===== src/rtl/instr_encoder.sv =====
// instr_encoder: builds 32-bit MIPS words for a 28-instruction subset
// from a mnemonic index and operand fields, and streams them into
// instruction memory through a small FIFO.
//
// Ports
//   clk, rst_n          clock (rising edge), async active-low reset
//   start               restart pulse: flush, clear counters/errors, go RUN
//   in_valid/in_ready   request handshake; in_last marks the final request
//   in_mn               mnemonic index (0..27 legal, 28..31 illegal)
//   in_rs..in_sh        register / shift-amount fields
//   in_imm, in_tgt      I-type immediate, J-type target
//   im_we/im_ready      IM write handshake
//   im_addr, im_wdata   IM word address and encoded word
//   done                one-cycle pulse once the program is written
//   err_illegal         sticky: illegal mnemonic seen since start
//   err_full            sticky: IM capacity exhausted
//   word_cnt            words written since start
//
// state | meaning
// IDLE  | waiting for start
// RUN   | accepting requests
// DRAIN | last request taken, emptying encoder stage and FIFO
// DONE  | done pulse, back to IDLE next cycle
module instr_encoder #(
  parameter int ADDR_W     = 10,
  parameter int BASE_ADDR  = 0,
  parameter int FIFO_DEPTH = 4
) (
  input  logic              clk,
  input  logic              rst_n,
  input  logic              start,
  input  logic              in_valid,
  output logic              in_ready,
  input  logic              in_last,
  input  logic [4:0]        in_mn,
  input  logic [4:0]        in_rs,
  input  logic [4:0]        in_rt,
  input  logic [4:0]        in_rd,
  input  logic [4:0]        in_sh,
  input  logic [15:0]       in_imm,
  input  logic [25:0]       in_tgt,
  output logic              im_we,
  input  logic              im_ready,
  output logic [ADDR_W-1:0] im_addr,
  output logic [31:0]       im_wdata,
  output logic              done,
  output logic              err_illegal,
  output logic              err_full,
  output logic [ADDR_W:0]   word_cnt
);

  localparam int PW = $clog2(FIFO_DEPTH);
  localparam logic [ADDR_W-1:0] BASE     = ADDR_W'(BASE_ADDR);
  localparam logic [ADDR_W:0]   CNT_LAST = {1'b0, {ADDR_W{1'b1}}};
  localparam logic [ADDR_W:0]   CNT_ONE  = (ADDR_W+1)'(1);
  localparam logic [ADDR_W-1:0] ADDR_ONE = ADDR_W'(1);
  localparam logic [PW-1:0]     PTR_ONE  = PW'(1);
  localparam logic [PW:0]       CNT_FULL = (PW+1)'(FIFO_DEPTH);

  typedef enum logic [1:0] {IDLE, RUN, DRAIN, DONE} state_t;

  // bit 32 = legal flag, bits 31:0 = encoded word
  function automatic logic [32:0] encode(
    input logic [4:0]  mn, rs, rt, rd, sh,
    input logic [15:0] imm,
    input logic [25:0] tgt
  );
    logic [32:0] r;
    r = {1'b1, 32'h0};
    case (mn)
      5'd0:  r[31:0] = {6'h00, rs, rt, rd, 5'd0, 6'h20};
      5'd1:  r[31:0] = {6'h00, rs, rt, rd, 5'd0, 6'h21};
      5'd2:  r[31:0] = {6'h00, rs, rt, rd, 5'd0, 6'h24};
      5'd3:  r[31:0] = {6'h00, 5'd0, rt, rd, sh, 6'h00};
      5'd4:  r[31:0] = {6'h00, 5'd0, rt, rd, sh, 6'h03};
      5'd5:  r[31:0] = {6'h00, 5'd0, rt, rd, sh, 6'h02};
      5'd6:  r[31:0] = {6'h00, rs, rt, rd, 5'd0, 6'h22};
      5'd7:  r[31:0] = {6'h00, rs, rt, rd, 5'd0, 6'h25};
      5'd8:  r[31:0] = {6'h00, rs, rt, rd, 5'd0, 6'h27};
      5'd9:  r[31:0] = {6'h00, rs, rt, rd, 5'd0, 6'h2A};
      5'd10: r[31:0] = {6'h00, rs, rt, rd, 5'd0, 6'h2B};
      5'd11: r[31:0] = {6'h00, rs, 15'd0, 6'h08};
      5'd12: r[31:0] = 32'h0000000C;
      5'd13: r[31:0] = {6'h00, rs, rt, 10'd0, 6'h1B};
      5'd14: r[31:0] = {6'h00, 10'd0, rd, 5'd0, 6'h12};
      5'd15: r[31:0] = {6'h08, rs, rt, imm};
      5'd16: r[31:0] = {6'h09, rs, rt, imm};
      5'd17: r[31:0] = {6'h0C, rs, rt, imm};
      5'd18: r[31:0] = {6'h0D, rs, rt, imm};
      5'd19: r[31:0] = {6'h23, rs, rt, imm};
      5'd20: r[31:0] = {6'h2B, rs, rt, imm};
      5'd21: r[31:0] = {6'h04, rs, rt, imm};
      5'd22: r[31:0] = {6'h05, rs, rt, imm};
      5'd23: r[31:0] = {6'h0A, rs, rt, imm};
      5'd24: r[31:0] = {6'h02, tgt};
      5'd25: r[31:0] = {6'h03, tgt};
      5'd26: r[31:0] = {6'h06, rs, 5'd0, imm};
      5'd27: r[31:0] = {6'h20, rs, rt, imm};
      default: r = '0;
    endcase
    return r;
  endfunction

  state_t        state;
  logic [31:0]   mem [FIFO_DEPTH];
  logic [PW-1:0] wr_ptr, rd_ptr;
  logic [PW:0]   count;
  logic          enc_valid;
  logic [31:0]   enc_word;
  logic [32:0]   enc_res;
  logic          fifo_full, fifo_empty, accept, wr_fire, push, cap_hit;

  assign enc_res = encode(in_mn, in_rs, in_rt, in_rd, in_sh, in_imm, in_tgt);

  always_comb begin
    fifo_full  = (count == CNT_FULL);
    fifo_empty = (count == '0);
    in_ready   = (state == RUN) & ~fifo_full & ~err_full;
    accept     = in_valid & in_ready;
    im_we      = ~fifo_empty & ~err_full;
    wr_fire    = im_we & im_ready;
    // The encoder stage may move into a full FIFO when the head leaves the same cycle.
    push       = enc_valid & (~fifo_full | wr_fire);
    cap_hit    = wr_fire & (word_cnt == CNT_LAST);
    im_wdata   = fifo_empty ? 32'h0 : mem[rd_ptr];
  end

  always_ff @(posedge clk) begin
    if (push) mem[wr_ptr] <= enc_word;
  end

  always_ff @(posedge clk or negedge rst_n) begin
    if (!rst_n) begin
      state       <= IDLE;
      wr_ptr      <= '0;
      rd_ptr      <= '0;
      count       <= '0;
      enc_valid   <= 1'b0;
      enc_word    <= '0;
      im_addr     <= BASE;
      word_cnt    <= '0;
      done        <= 1'b0;
      err_illegal <= 1'b0;
      err_full    <= 1'b0;
    end else if (start) begin
      state       <= RUN;
      wr_ptr      <= '0;
      rd_ptr      <= '0;
      count       <= '0;
      enc_valid   <= 1'b0;
      im_addr     <= BASE;
      word_cnt    <= '0;
      done        <= 1'b0;
      err_illegal <= 1'b0;
      err_full    <= 1'b0;
    end else begin
      done <= 1'b0;
      if (cap_hit) begin
        // Final word of IM capacity: address stays put, everything still queued is dropped.
        err_full  <= 1'b1;
        word_cnt  <= word_cnt + CNT_ONE;
        wr_ptr    <= '0;
        rd_ptr    <= '0;
        count     <= '0;
        enc_valid <= 1'b0;
        state     <= DONE;
        done      <= 1'b1;
      end else begin
        if (wr_fire) begin
          rd_ptr   <= rd_ptr + PTR_ONE;
          im_addr  <= im_addr + ADDR_ONE;
          word_cnt <= word_cnt + CNT_ONE;
        end
        if (push) wr_ptr <= wr_ptr + PTR_ONE;
        case ({push, wr_fire})
          2'b10:   count <= count + (PW+1)'(1);
          2'b01:   count <= count - (PW+1)'(1);
          default: count <= count;
        endcase
        if (accept) begin
          enc_valid <= enc_res[32];
          enc_word  <= enc_res[31:0];
          if (!enc_res[32]) err_illegal <= 1'b1;
        end else if (push) begin
          enc_valid <= 1'b0;
        end
        case (state)
          RUN:   if (accept && in_last) state <= DRAIN;
          DRAIN: if (fifo_empty && !enc_valid) begin
                   state <= DONE;
                   done  <= 1'b1;
                 end
          DONE:  state <= IDLE;
          default: state <= state;
        endcase
      end
    end
  end

endmodule

===== config.mk =====
export PLATFORM = sky130hd
export DESIGN_NAME = instr_encoder
export DESIGN_NICKNAME = d
export VERILOG_FILES = /design/src/rtl/instr_encoder.sv
export SDC_FILE = /design/constraint.sdc
export NUM_CORES = 1
export LEC_CHECK = 0
export CAP_MARGIN = 10
export CORE_MARGIN = 4
export CORE_UTILIZATION = 54
export DETAILED_ROUTE_END_ITERATION = 7
export PLACE_DENSITY = 0.84
export SLEW_MARGIN = 40
export SYNTH_ARGS = -nofsm -noshare
export SYNTH_HDL_FRONTEND = slang
export SYNTH_SLANG_ARGS = --single-unit

===== constraint.sdc =====
create_clock -name clk -period 3.12 [get_ports clk]
set_input_delay 0.312 -clock clk [delete_from_list [all_inputs] [get_ports clk]]
set_output_delay 0.312 -clock clk [all_outputs]
set_load 0.05 [all_outputs]

==> flow_metrics.tcl <==
# metrics dict for downstream scripts
set metrics [dict create \
    post_cts.repair.setup_buffers 0 \
    root_buffer "clkbuf_16" \
    cp_max_fo 6 \
    avgSynthCellArea_um2 13.8 \
    power_switching_mw 3.26 \
    ys_area_um2 8410 \
    path_cells "nor3b_1 -> buf_4 -> nor3b_1 -> clkdlybuf4s50_1" \
    timing.hold.ws_ns 0.443 \
    rows 45 \
    final_cell_area_um2 10500 \
    cp.depth 4 \
    ys_cells 609 \
    grt_first_pass_wirelength_um 31700 \
    async_flop_share_pct 34.4 \
    postPlaceCellArea_um2 9880 \
    place_ws_ns 0.446 \
    status "completed" \
    p_comb_share_pct 35.6 \
    top_cells_by_area "edfxtp_1 (44%), dfrtp_1 (19%), mux4_2 (8.3%)" \
    wl_per_cell_um 20.8 \
    pin_count 131 \
    ys_warn_count 0 \
    r2r_slack_ns 0.84 \
    grt_pass1_vias 5918 \
    place_congestion 0.821 \
    cts_resized 0 \
    dp_hpwl_um 12700 \
    synth_top_area_share_pct 44.3 \
    crit_family "buffers and inverters" \
    synth_cells 609 \
    rr_endpoint "count[2]" \
    r2r_cells 8 \
]
-- Yosys cell counts (3+ instances only) --
cell type,number
edfxtp_1,124
dfrtp_1,65
nand2_1,56
nor2_1,37
and2_1,35
mux4_2,31
o21ai_0,22
clkbuf_1,20
o21ai_2,20
a21oi_1,19
xnor2_1,16
nor3_1,14
a22oi_1,13
a222oi_1,12
inv_1,12
ha_1,9
nand2b_1,8
nand3_1,8
buf_1,7
xor2_1,7
buf_2,6
buf_6,5
nor2b_1,5
o22ai_1,5
a31oi_1,4
or3_1,4
and3_1,3
mux2i_1,3
nor3b_1,3
-- tightest hold or removal path, stage by stage --
cell	delay [ns]
dlygate4sd3_1	0.52
buf_2	0.12
buf_12	0.32
-- registers in the layout, indices dropped and copies added, names as in the netlist --
signal	flops
state	2
mem	124
word_cnt	11
wr_ptr	2
enc_valid	1
enc_word	31
rd_ptr	2
err_illegal	1
err_full	1
done	1
im_addr	10
count	3
-- metal layers --
metal / global-route usage (%) / vias to the layer above / share of wire, %
met3: 6.46 / 29 / 6.5
li1: - / 2530 / -
met4: 8.14 / 0 / 2.0
met2: 38.1 / 202 / 51
met5: 0 / - / 0
met1: 29.7 / 2789 / 41
-- through the flow --
| stage | utilization (%) | power, mW |
|---|---|---|
| CTS | 68.8 | 8.88 |
| detailed placement | 65.0 | 6.78 |
| global placement | 65.0 | 6.64 |
| floorplan | - | 5.72 |
| finish | 68.8 | 8.82 |
| global route | 68.8 | 9.24 |
-- cell families (layout without fill, tap and decap cells) --
group | after synthesis | after routing | synth area share (%)
adders and majority gates | 10 | 10 | 1.58
muxes | 35 | 35 | 8.80
xor gates and xnor gates | 23 | 23 | 2.40
buffers and inverters | 52 | 193 | 2.95
DFF | 189 | 189 | 63.6
AOI/OAI and AO/OA | 111 | 111 | 9.29
and+or+nand+nor | 188 | 188 | 11.3
other | 1 | 1 | 0.0446
-- power groups by stage --
stage | registers [mW] | logic (mW) | clock network [mW]
CTS | 3.58 | 3.17 | 2.12
global route | 3.64 | 3.35 | 2.25
detailed placement | 3.62 | 3.16 | 0
finish | 3.58 | 3.14 | 2.09
floorplan | 3.54 | 2.18 | 0
global placement | 3.57 | 3.08 | 0
-- worst max-delay path by stage --
stage / end / from
2_1_floorplan: mem[0][0] / err_full
3_3_place_gp: enc_word[11] / in_mn[0]
3_5_place_dp: enc_word[0] / in_mn[4]
4_1_cts: in_ready / count[2]
5_1_grt: in_ready / count[0]
6_report: in_ready / count[0]
-- final cells by class --
class / instances / area, um^2
inverters: 12 / 45.0
flip-flops and latches: 189 / 5350
fillers: 999 / 4740
well taps: 188 / 235
clock buffers: 17 / 425
clock inverters: 15 / 145
repair buffers: 149 / 1440
multi-input cells: 368 / 2820
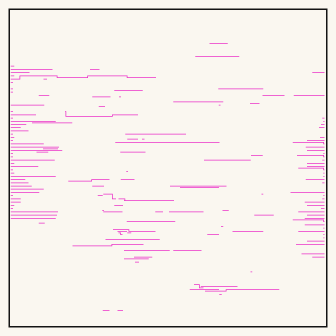
**Above:** metal 3.
longest straight run: 43.5 um
nets with wire on the layer: 120
share of all routed wire: 6.5%
GR Layer Usage met3: 6.46%
final WL: 19500 um
via count: 5550

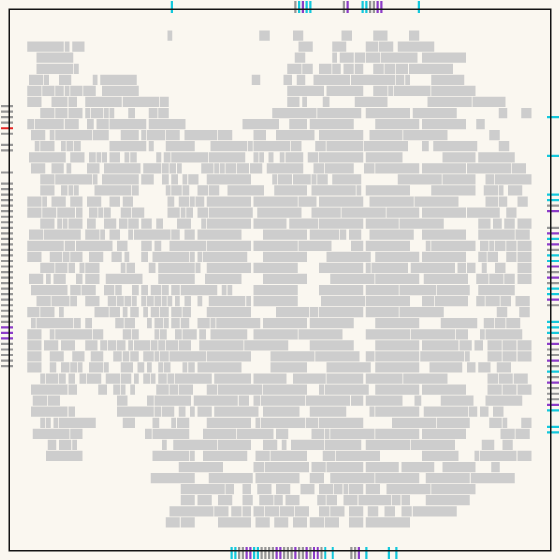
**Above:** pin placement.
Pins as bars across the die edge, other pins in grey.
legend:
  im_wdata:
    colour: cyan
    pins: 32
    direction: output
    edge: 16 right, 9 bottom, 7 top
  clk:
    colour: red
    pins: 1
    direction: input
    edge: left
  in_tgt:
    colour: purple
    pins: 26
    direction: input
    edge: 10 right, 9 bottom, 4 top, 3 left
all pins by edge: 43 left, 40 right, 33 bottom, 15 top
die y size: 133 um
die width: 133 um
IO Port Bufs: 129

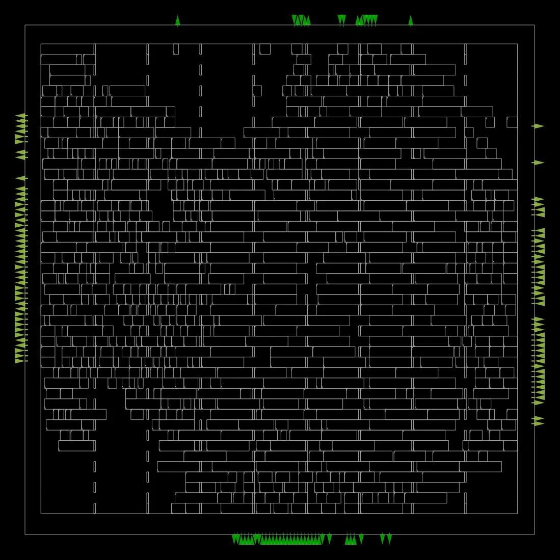
**Above:** placed standard cells.
Non-Filler Instances: 938
flop count: 189

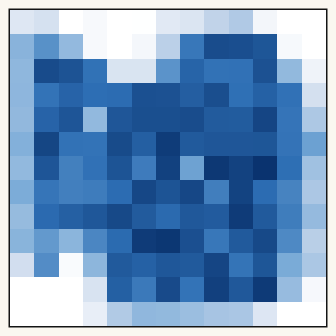
**Above:** cell density map.
The die is cut into 13 by 13 equal tiles; white is low, dark blue is high, 0 to 100% covered.
emptiest ninth of the die: bottom left
densest ninth of the die: middle
fullest tile: 99%
nearly empty tiles: 8.9%
final core occ: 68.8%
fp util: 55.3%
core area: 15200 um^2

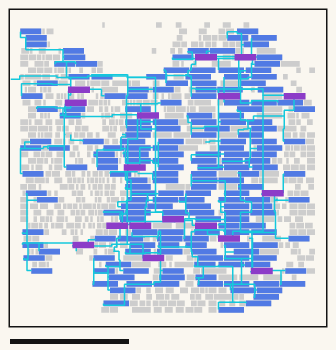
**Above:** clock wires, drivers and flops.
Bar = 50 um.
legend:
  clock-net drivers:
    colour: purple
    count: 17
  clock wires:
    colour: cyan
    length: 1980 um
  flip-flops:
    colour: blue
    count: 189
flops lie: widely spread
Worst-Skew Late Latency: 0.43 ns
Clock Power: 2.09 mW
Layout Skew: 0.00701 ns
Clk pwr share: 23.7%

Power and IR drop assume default switching activity.
